$ cat src/rtl/ctrl_decode_stage_if.sv
// -----------------------------------------------------------------------------
// ctrl_decode_stage_if
//   Bundles the fetch-side handshake, the issue-side handshake and the decoded
//   control outputs of ctrl_decode_stage.
//
//   master : upstream/downstream environment (drives in_valid, ir, flush,
//            out_ready; observes everything else)
//   slave  : the decode stage itself
//
//   in_valid / in_ready / ir       fetch handshake and instruction word
//   flush                          squash held and incoming instruction
//   out_valid / out_ready / out_ir issue handshake and registered ir copy
//   i_r, write_reg_en, regfile_src_oalu_st, ALU_inst, jump, br_inst,
//   wr_en_stk, fen, flopinst       registered control bundle
//   mul_busy                       MUL issue-stall counter non-zero
// -----------------------------------------------------------------------------
interface ctrl_decode_stage_if #(
   parameter int unsigned XLEN = 32
);
   logic            in_valid;
   logic            in_ready;
   logic [XLEN-1:0] ir;
   logic            flush;
   logic            out_valid;
   logic            out_ready;
   logic [XLEN-1:0] out_ir;
   logic            i_r;
   logic            write_reg_en;
   logic            regfile_src_oalu_st;
   logic [3:0]      ALU_inst;
   logic            jump;
   logic            br_inst;
   logic            wr_en_stk;
   logic            fen;
   logic [1:0]      flopinst;
   logic            mul_busy;

   modport master (
      output in_valid, ir, flush, out_ready,
      input  in_ready, out_valid, out_ir, i_r, write_reg_en,
             regfile_src_oalu_st, ALU_inst, jump, br_inst, wr_en_stk,
             fen, flopinst, mul_busy
   );

   modport slave (
      input  in_valid, ir, flush, out_ready,
      output in_ready, out_valid, out_ir, i_r, write_reg_en,
             regfile_src_oalu_st, ALU_inst, jump, br_inst, wr_en_stk,
             fen, flopinst, mul_busy
   );
endinterface

$ cat src/rtl/ctrl_decode_stage.sv
// -----------------------------------------------------------------------------
// ctrl_decode_stage
//   Registered control decoder between instruction fetch and register-file/ALU
//   issue. One instruction word is accepted per valid/ready handshake, decoded
//   into the core control bundle and held in a single pipeline register.
//   A branch/jump redirect flushes the held and incoming instruction. An
//   accepted MUL blocks further accepts for MUL_LAT-1 cycles.
//
//   Ports
//     clk    rising-edge clock
//     rst_n  synchronous reset, active low
//     bus    ctrl_decode_stage_if.slave (handshakes + control bundle)
//
//   Instruction fields: class = ir[XLEN-1:XLEN-3], func = ir[XLEN-4:XLEN-5].
// -----------------------------------------------------------------------------
module ctrl_decode_stage #(
   parameter int unsigned XLEN    = 32,
   parameter int unsigned MUL_LAT = 3
) (
   input  logic              clk,
   input  logic              rst_n,
   ctrl_decode_stage_if.slave bus
);

   localparam int unsigned CW = (MUL_LAT > 1) ? $clog2(MUL_LAT) : 1;
   localparam logic [CW-1:0] MUL_LOAD = CW'(MUL_LAT - 1);

   typedef enum logic [2:0] {
      CLS_ARITH   = 3'd0,
      CLS_DATA    = 3'd1,
      CLS_BRANCH  = 3'd2,
      CLS_JUMP    = 3'd3,
      CLS_COMPARE = 3'd4,
      CLS_FLOAT   = 3'd5,
      CLS_LOGIC   = 3'd6,
      CLS_SHIFT   = 3'd7
   } cls_e;

   typedef enum logic [3:0] {
      ALU_ADD  = 4'd0,
      ALU_ADDU = 4'd1,
      ALU_SUB  = 4'd2,
      ALU_SUBU = 4'd3,
      ALU_NAND = 4'd4,
      ALU_NOR  = 4'd5,
      ALU_MUL  = 4'd6,
      ALU_SH0  = 4'd7,
      ALU_SH1  = 4'd8,
      ALU_SH2  = 4'd9,
      ALU_SH3  = 4'd10,
      ALU_LT   = 4'd11,
      ALU_EQ   = 4'd12,
      ALU_NE   = 4'd13,
      ALU_LTU  = 4'd14,
      ALU_RSV  = 4'd15
   } alu_e;

   typedef struct packed {
      logic       i_r;
      logic       wr;
      logic       src;
      alu_e       alu;
      logic       jump;
      logic       br;
      logic       stk;
      logic       fen;
      logic [1:0] fp;
   } ctrl_t;

   cls_e            cls;
   logic [1:0]      func;
   logic            is_mul;
   logic            accept;
   ctrl_t           ctrl_d;
   ctrl_t           ctrl_q;
   logic [XLEN-1:0] out_ir_q;
   logic            out_valid_q;
   logic [CW-1:0]   stall_q;

   assign cls    = cls_e'(bus.ir[XLEN-1 -: 3]);
   assign func   = bus.ir[XLEN-4 -: 2];
   assign is_mul = (cls == CLS_ARITH) && (func == 2'd3);

   assign bus.in_ready = (!out_valid_q || bus.out_ready) && (stall_q == '0) && !bus.flush;
   assign accept       = bus.in_valid && bus.in_ready;

   // Decode: every field starts at zero so unlisted outputs are never X.
   always_comb begin
      ctrl_d = '0;
      case (cls)
         CLS_ARITH: begin
            ctrl_d.wr = 1'b1;
            case (func)
               2'd0:    begin ctrl_d.alu = ALU_ADD;  ctrl_d.i_r = 1'b1; end
               2'd1:    begin ctrl_d.alu = ALU_ADD;  ctrl_d.i_r = 1'b0; end
               2'd2:    begin ctrl_d.alu = ALU_ADDU; ctrl_d.i_r = 1'b1; end
               default: begin ctrl_d.alu = ALU_MUL;  ctrl_d.i_r = 1'b1; end
            endcase
         end
         CLS_DATA: begin
            case (func)
               2'd0:    begin ctrl_d.src = 1'b1; ctrl_d.wr = 1'b1; end
               2'd1:    begin ctrl_d.src = 1'b1; ctrl_d.stk = 1'b1; end
               2'd2:    begin ctrl_d.src = 1'b1; ctrl_d.wr = 1'b1; end
               default: begin ctrl_d.alu = ALU_SUB; ctrl_d.i_r = 1'b1; ctrl_d.wr = 1'b1; end
            endcase
         end
         CLS_BRANCH: begin
            ctrl_d.br  = 1'b1;
            ctrl_d.i_r = 1'b1;
            case (func)
               2'd0:    ctrl_d.alu = ALU_EQ;
               2'd1:    ctrl_d.alu = ALU_NE;
               2'd2:    ctrl_d.alu = ALU_LT;
               default: ctrl_d.alu = ALU_LTU;
            endcase
         end
         CLS_JUMP: begin
            ctrl_d.jump = 1'b1;
         end
         CLS_COMPARE: begin
            ctrl_d.wr = 1'b1;
            case (func)
               2'd0:    begin ctrl_d.alu = ALU_LT;   ctrl_d.i_r = 1'b1; end
               2'd1:    begin ctrl_d.alu = ALU_LT;   ctrl_d.i_r = 1'b0; end
               2'd2:    begin ctrl_d.alu = ALU_EQ;   ctrl_d.i_r = 1'b0; end
               default: begin ctrl_d.alu = ALU_SUBU; ctrl_d.i_r = 1'b1; end
            endcase
         end
         CLS_FLOAT: begin
            ctrl_d.fen = 1'b1;
            ctrl_d.fp  = func;
         end
         CLS_LOGIC: begin
            ctrl_d.wr = 1'b1;
            case (func)
               2'd0:    begin ctrl_d.alu = ALU_NAND; ctrl_d.i_r = 1'b1; end
               2'd1:    begin ctrl_d.alu = ALU_NOR;  ctrl_d.i_r = 1'b1; end
               2'd2:    begin ctrl_d.alu = ALU_NAND; ctrl_d.i_r = 1'b0; end
               default: begin ctrl_d.alu = ALU_NOR;  ctrl_d.i_r = 1'b0; end
            endcase
         end
         default: begin
            ctrl_d.wr = 1'b1;
            case (func)
               2'd0:    ctrl_d.alu = ALU_SH0;
               2'd1:    ctrl_d.alu = ALU_SH1;
               2'd2:    ctrl_d.alu = ALU_SH2;
               default: ctrl_d.alu = ALU_SH3;
            endcase
         end
      endcase
   end

   // Flush outranks accept/drain; the bundle itself is left untouched so the
   // outputs simply hold their last values behind out_valid=0.
   always_ff @(posedge clk) begin
      if (!rst_n) begin
         out_valid_q <= 1'b0;
         stall_q     <= '0;
         ctrl_q      <= '0;
         out_ir_q    <= '0;
      end else if (bus.flush) begin
         out_valid_q <= 1'b0;
         stall_q     <= '0;
      end else begin
         if (accept) begin
            out_valid_q <= 1'b1;
            ctrl_q      <= ctrl_d;
            out_ir_q    <= bus.ir;
         end else if (out_valid_q && bus.out_ready) begin
            out_valid_q <= 1'b0;
         end

         if (accept && is_mul) begin
            stall_q <= MUL_LOAD;
         end else if (stall_q != '0) begin
            stall_q <= stall_q - CW'(1);
         end
      end
   end

   assign bus.out_valid           = out_valid_q;
   assign bus.out_ir              = out_ir_q;
   assign bus.i_r                 = ctrl_q.i_r;
   assign bus.write_reg_en        = ctrl_q.wr;
   assign bus.regfile_src_oalu_st = ctrl_q.src;
   assign bus.ALU_inst            = ctrl_q.alu;
   assign bus.jump                = ctrl_q.jump;
   assign bus.br_inst             = ctrl_q.br;
   assign bus.wr_en_stk           = ctrl_q.stk;
   assign bus.fen                 = ctrl_q.fen;
   assign bus.flopinst            = ctrl_q.fp;
   assign bus.mul_busy            = (stall_q != '0);

endmodule

$ cat src/flat_wrapper.sv
// flat-port wrapper written by rule: the top's interface ports become plain ports
module ctrl_decode_stage_flat 
#(
   parameter int unsigned XLEN    = 32,
   parameter int unsigned MUL_LAT = 3
)
  (clk, rst_n, bus_in_valid, bus_ir, bus_flush, bus_out_ready, bus_in_ready, bus_out_valid, bus_out_ir, bus_i_r, bus_write_reg_en, bus_regfile_src_oalu_st, bus_ALU_inst, bus_jump, bus_br_inst, bus_wr_en_stk, bus_fen, bus_flopinst, bus_mul_busy);
  ctrl_decode_stage_if #(.XLEN(XLEN)) bus_i ();
  input  logic clk;
  input  logic rst_n;
  input wire logic [$bits(bus_i.in_valid)-1:0] bus_in_valid;
  input wire logic [$bits(bus_i.ir)-1:0] bus_ir;
  input wire logic [$bits(bus_i.flush)-1:0] bus_flush;
  input wire logic [$bits(bus_i.out_ready)-1:0] bus_out_ready;
  output wire logic [$bits(bus_i.in_ready)-1:0] bus_in_ready;
  output wire logic [$bits(bus_i.out_valid)-1:0] bus_out_valid;
  output wire logic [$bits(bus_i.out_ir)-1:0] bus_out_ir;
  output wire logic [$bits(bus_i.i_r)-1:0] bus_i_r;
  output wire logic [$bits(bus_i.write_reg_en)-1:0] bus_write_reg_en;
  output wire logic [$bits(bus_i.regfile_src_oalu_st)-1:0] bus_regfile_src_oalu_st;
  output wire logic [$bits(bus_i.ALU_inst)-1:0] bus_ALU_inst;
  output wire logic [$bits(bus_i.jump)-1:0] bus_jump;
  output wire logic [$bits(bus_i.br_inst)-1:0] bus_br_inst;
  output wire logic [$bits(bus_i.wr_en_stk)-1:0] bus_wr_en_stk;
  output wire logic [$bits(bus_i.fen)-1:0] bus_fen;
  output wire logic [$bits(bus_i.flopinst)-1:0] bus_flopinst;
  output wire logic [$bits(bus_i.mul_busy)-1:0] bus_mul_busy;
  assign bus_i.in_valid = bus_in_valid;
  assign bus_i.ir = bus_ir;
  assign bus_i.flush = bus_flush;
  assign bus_i.out_ready = bus_out_ready;
  assign bus_in_ready = bus_i.in_ready;
  assign bus_out_valid = bus_i.out_valid;
  assign bus_out_ir = bus_i.out_ir;
  assign bus_i_r = bus_i.i_r;
  assign bus_write_reg_en = bus_i.write_reg_en;
  assign bus_regfile_src_oalu_st = bus_i.regfile_src_oalu_st;
  assign bus_ALU_inst = bus_i.ALU_inst;
  assign bus_jump = bus_i.jump;
  assign bus_br_inst = bus_i.br_inst;
  assign bus_wr_en_stk = bus_i.wr_en_stk;
  assign bus_fen = bus_i.fen;
  assign bus_flopinst = bus_i.flopinst;
  assign bus_mul_busy = bus_i.mul_busy;
  ctrl_decode_stage #(.XLEN(XLEN), .MUL_LAT(MUL_LAT)) u_core (.clk(clk), .rst_n(rst_n), .bus(bus_i));
endmodule
$ cat config.mk
export PLATFORM = sky130hd
export DESIGN_NAME = ctrl_decode_stage_flat
export DESIGN_NICKNAME = d
export VERILOG_FILES = /design/src/rtl/ctrl_decode_stage_if.sv /design/src/rtl/ctrl_decode_stage.sv /design/src/flat_wrapper.sv
export SDC_FILE = /design/constraint.sdc
export NUM_CORES = 1
export LEC_CHECK = 0
export CAP_MARGIN = 20
export CORE_ASPECT_RATIO = 1.4
export CORE_MARGIN = 2
export CORE_UTILIZATION = 42
export DETAILED_ROUTE_END_ITERATION = 6
export PLACE_DENSITY_LB_ADDON = 0.1
export SETUP_SLACK_MARGIN = 0.4
export SLEW_MARGIN = 20
export SYNTH_ARGS = -nofsm -noshare
export SYNTH_HDL_FRONTEND = slang
export SYNTH_SLANG_ARGS = --single-unit
$ cat constraint.sdc
create_clock -name clk -period 1.8 [get_ports clk]
set_input_delay 0.18 -clock clk [delete_from_list [all_inputs] [get_ports clk]]
set_output_delay 0.18 -clock clk [all_outputs]
set_load 0.1 [all_outputs]
==> summary.txt <==
Flow results follow.

The transition time recorded at the tightest slew-check pin is 452.2 ps. The class of the most critical hold timing path is input port to flip-flop. After detailed routing, the met3 layer carries 248 um of wire. The group drawing the most power is sequential cells. The per-instance average area after synthesis is 8.024 um2. Registers are responsible for 41.6% of the overall power. The average via count per standard cell is 4.954.

The depth of the critical timing path with buffers and inverters included is 7. For reference, the critical path cell chain is clkdlybuf4s50_1 -> nand2b_4 -> and4b_2 -> buf_12 -> buf_12 -> nor2_1 -> nor4_1. Across the VDD grid, the largest voltage drop is 468.8 uV. Looking at the gate-level netlist, the highest instance count belongs to sky130_fd_sc_hd__nand2_1.

The combinational fraction of design power is 27.7%. The sum of buffers and inverters on the critical path is 3. The number of detailed-routing iterations run before antenna repair is 4.

The xor and xnor fraction of the mapped netlist area is 0%. Per report_power, the Combinational row totals 0.751 mW. The maximum cell stage delay along the critical path is 460 ps. The largest net degree at the start of global routing is 40. The share of the clock period used by the worst path after layout is 79.35%. On the critical path, the stage with the largest delay is an instance of sky130_fd_sc_hd__clkdlybuf4s50_1.

Detailed routing inserted a total of 2056 vias. STA lists the maximum fanout along the critical path as 11. The count of maximum capacitance violations is 0. The register with the most flip-flops in the layout has 32 of them. The die span in y is 86.10 um. The detailed router used layers up to and including met4. Internal power comes to 1.841 mW.

Once routing completed, OpenROAD measured the worst setup slack at 371.7 ps. TritonCTS built the clock tree. The most numerous cell on the critical path is sky130_fd_sc_hd__buf_12. Detailed-route iteration 0 reported a violation count of 76.

The capture point of the worst register-to-register path is recorded as u_core.bus.i_r. Counting the warning lines in the Yosys log gives 0. After synthesis the cells add up to 0.002022 mm2. The met3 capacity usage during global routing is 4.331%. The H-tree depth is 2.

The later pin in the worst-skew pair is clocked with a latency of 290 ps. The synth_stat.txt file lists the number of cells as 252. The flow reports an fmax of 0.7001 GHz.

The initial antenna violation count is 0. The I/O pin count is 85. Per the post-synthesis report, the nets total 296.

In the Yosys report, the sequential cells make up 47.52% of the chip area. The overall routed net length is 5526 um. Per the cell usage report, the commonest logic cells after layout are 75 x sky130_fd_sc_hd__nand2_1, 66 x sky130_fd_sc_hd__buf_4, 46 x sky130_fd_sc_hd__a21oi_1, 46 x sky130_fd_sc_hd__dfxtp_1, 33 x sky130_fd_sc_hd__clkdlybuf4s50_1. The capturing instance or port of the critical path is u_core.bus.i_r. The number of gates resized after CTS was 11. Global routing used 20.36% of the available tracks across all layers. The total grt overflow is 0. For this configuration, the core starts out at a cell density of 44.23%. For this run, global-route usage on met1 was measured as 22.77%. The worst setup slack after placement is -15.18 ps. The synthesized-area fraction occupied by and/or/nand/nor cells is 25.06%. The first global-routing pass estimated 8756 um of wire. According to the dpl log, the detail-placed design has an HPWL of 3671 um.

The final number of setup-violating endpoints is 0. The most used flip-flop cell is sky130_fd_sc_hd__dfxtp_1. The count of buffers added by post-CTS timing repair for setup is 4.

OpenROAD emitted warnings numbering 34. The worst endpoint required time is 2000 ps. The flow ran to the end, and the final reports show no timing, DRC or antenna violations. The cell at the root of the clock tree is sky130_fd_sc_hd__clkbuf_8. Of the cells placed in the final design, the portion with a size suffix greater than 1 is 28.05%.

The top logic cell family in the synthesized netlist is simple AND/OR/NAND/NOR gates. The width of the chip is 62.64 um. The final report lists a non-filler cell total of 415. STA classifies the critical path endpoint as a flip-flop. The net switching share of the total power is 32.03%.

Yosys attributes the largest share of cell area to sky130_fd_sc_hd__dfxtp_1 48%, sky130_fd_sc_hd__nand2_1 14%, sky130_fd_sc_hd__a21oi_1 12%. The post-synthesis async set-or-reset flop share is 0%. By count the netlist is led by 76 x sky130_fd_sc_hd__nand2_1, 48 x sky130_fd_sc_hd__a21oi_1, 48 x sky130_fd_sc_hd__dfxtp_1. The largest delay contributor family on the critical path is buffers and inverters. Hold repair after CTS inserted 0 buffers.

With fillers left out, the area of the finished cells amounts to 0.003259 mm2. The mux cell area share after synthesis is 0%. Tracing the worst setup path back leads to its startpoint at bus_out_ready.

The largest total area in the synthesized netlist belongs to sky130_fd_sc_hd__dfxtp_1. The die covers 0.005393 mm2. The post-detailed-placement cell area is 0.002953 mm2. The setup path with the least slack is of type input port to flip-flop. The arrival time of data at the worst endpoint is listed as 1630 ps. The compound-cell area share of the yosys netlist is 18.19%. Per the placement log, port buffering inserted 84 buffers. The total leakage power is 1.369 nW. The depth of the worst register-to-register path is 6. The number of flops mapped to enable cells by yosys is 0. Setup repair after global routing could not meet its margin everywhere. The total number of nets in the final design is 397. The post-synth register bit count is 48. The chip area line in the Yosys stat output reads 0.002022 mm2. The launch point of the worst register-to-register path is recorded as u_core.stall_q[1]. The number of cells traversed by the worst hold path is 3. In this run, the synthesized area fraction spent on adder and majority cells is recorded as 4.332%. The launch point of the worst min-delay path is recorded as bus_ir[16]. The met2 track demand over resource is 37.44%.

Summed over its instances, the top area cell type makes up 47.52% of the synthesized netlist area. The post-route DRC violation count is 0. The detailed placer reported the number of placed instances as 398. The time the worst path needs with I/O delays and setup is 1428 ps. The detail route stage leaves a number of antenna-violating nets equal to 0.

The buffer depth of the longest clock path is 2. The register-to-register setup slack is 370 ps. The aggregate negative setup slack is 0 ps. The via count of the first global-routing pass is 1881. The report lists the power per cell area as 831.1 mW/mm2. After floorplanning, the core was sized to cover 0.004572 mm2.

Among logic cells in the layout, the one with the most instances is sky130_fd_sc_hd__nand2_1. The worst-case max-slew headroom was logged as 69.80%. The number of antenna diodes is 0. The area overhead of the layout relative to synthesis is 61.20%. The total sequential power is 1.13 mW.

The final estimated routing congestion in global placement is 0.8116. The end point of the worst hold path is u_core.bus.out_ir[16].
## final cells by class
class / count / area, um2
Inverter: 4 / 15.01
Sequential cell: 48 / 965.9
Timing Repair Buffer: 112 / 1050
Multi-Input combinational cell: 182 / 1027
Clock buffer: 6 / 93.84
Clock inverter: 1 / 30.03
Fill cell: 408 / 1313
Tap cell: 62 / 77.57
## through the flow
| stage | utilization, % | hold slack (ps) | power, mW |
|---|---|---|---|
| 2_1_floorplan | - | 316.0 | 1.634 |
| 3_3_place_gp | 64.59 | 440.4 | 1.861 |
| 3_5_place_dp | 64.59 | 446.8 | 1.865 |
| 4_1_cts | 70.20 | 417.8 | 2.726 |
| 5_1_grt | 71.29 | 422.6 | 2.811 |
| 6_report | 71.29 | 422.0 | 2.709 |
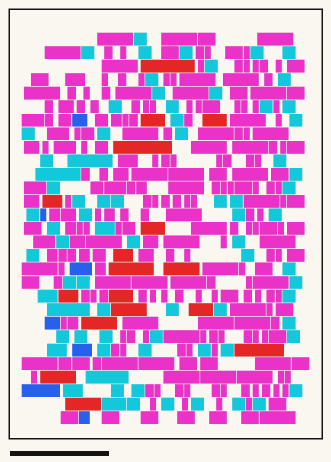
(cell sizes after repair)
Scale bar: 20 um.
[_3 and _4 cells] cyan | cells: 75 | share: 21%
[_0 and _1 cells] magenta | cells: 254 | share: 72%
[_6 and larger] red | cells: 17 | share: 4.8%
[_2 cells] blue | cells: 7 | share: 2.0%

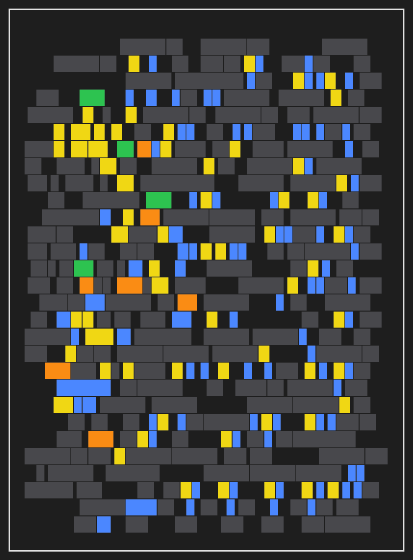
(gate families picked out)
[and/or cells] orange | cells: 7
[non-inverting ao/oa cells] green | cells: 4
[nand cells] blue | cells: 89
[aoi and oai cells] yellow | cells: 62

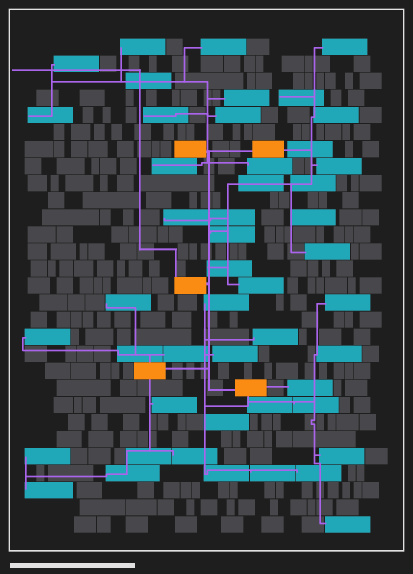
(clock distribution)
Scale bar: 20 um.
[clock wires] purple | length: 530 um
[clock drivers] orange | count: 5
[flip-flops] cyan | count: 48
routed clock nets: 6
clock group power: 0.831 mW
fraction of power consumed by the clock network: 30.7%

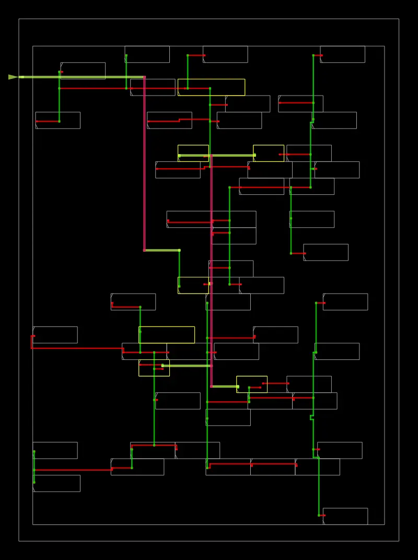
(clock wiring as the flow saved it)
total CTS buffers: 5
clock buffer count: 6
clock tree skew after final layout: 2.537 ps
registers: 48
number of sinks handled by clock tree synthesis: 48

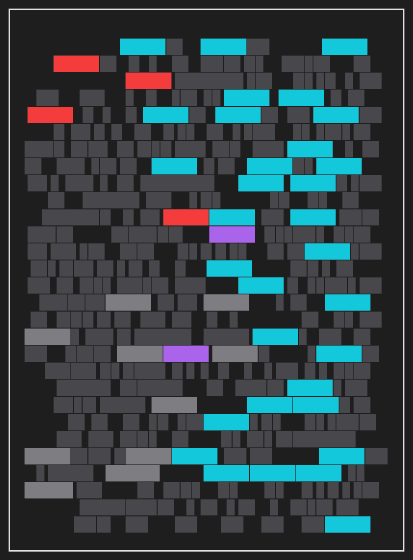
(sequential cells colored by netlist name)
Other sequential cells in the stronger gray, the rest of the logic in the fainter gray.
[u_core.bus.flopinst] purple | flops: 2
[u_core.bus.ALU_inst] red | flops: 4
[u_core.bus.out_ir] cyan | flops: 32
not colored: 10

Power figures rest on the tool's default switching activity, not on a simulated workload.
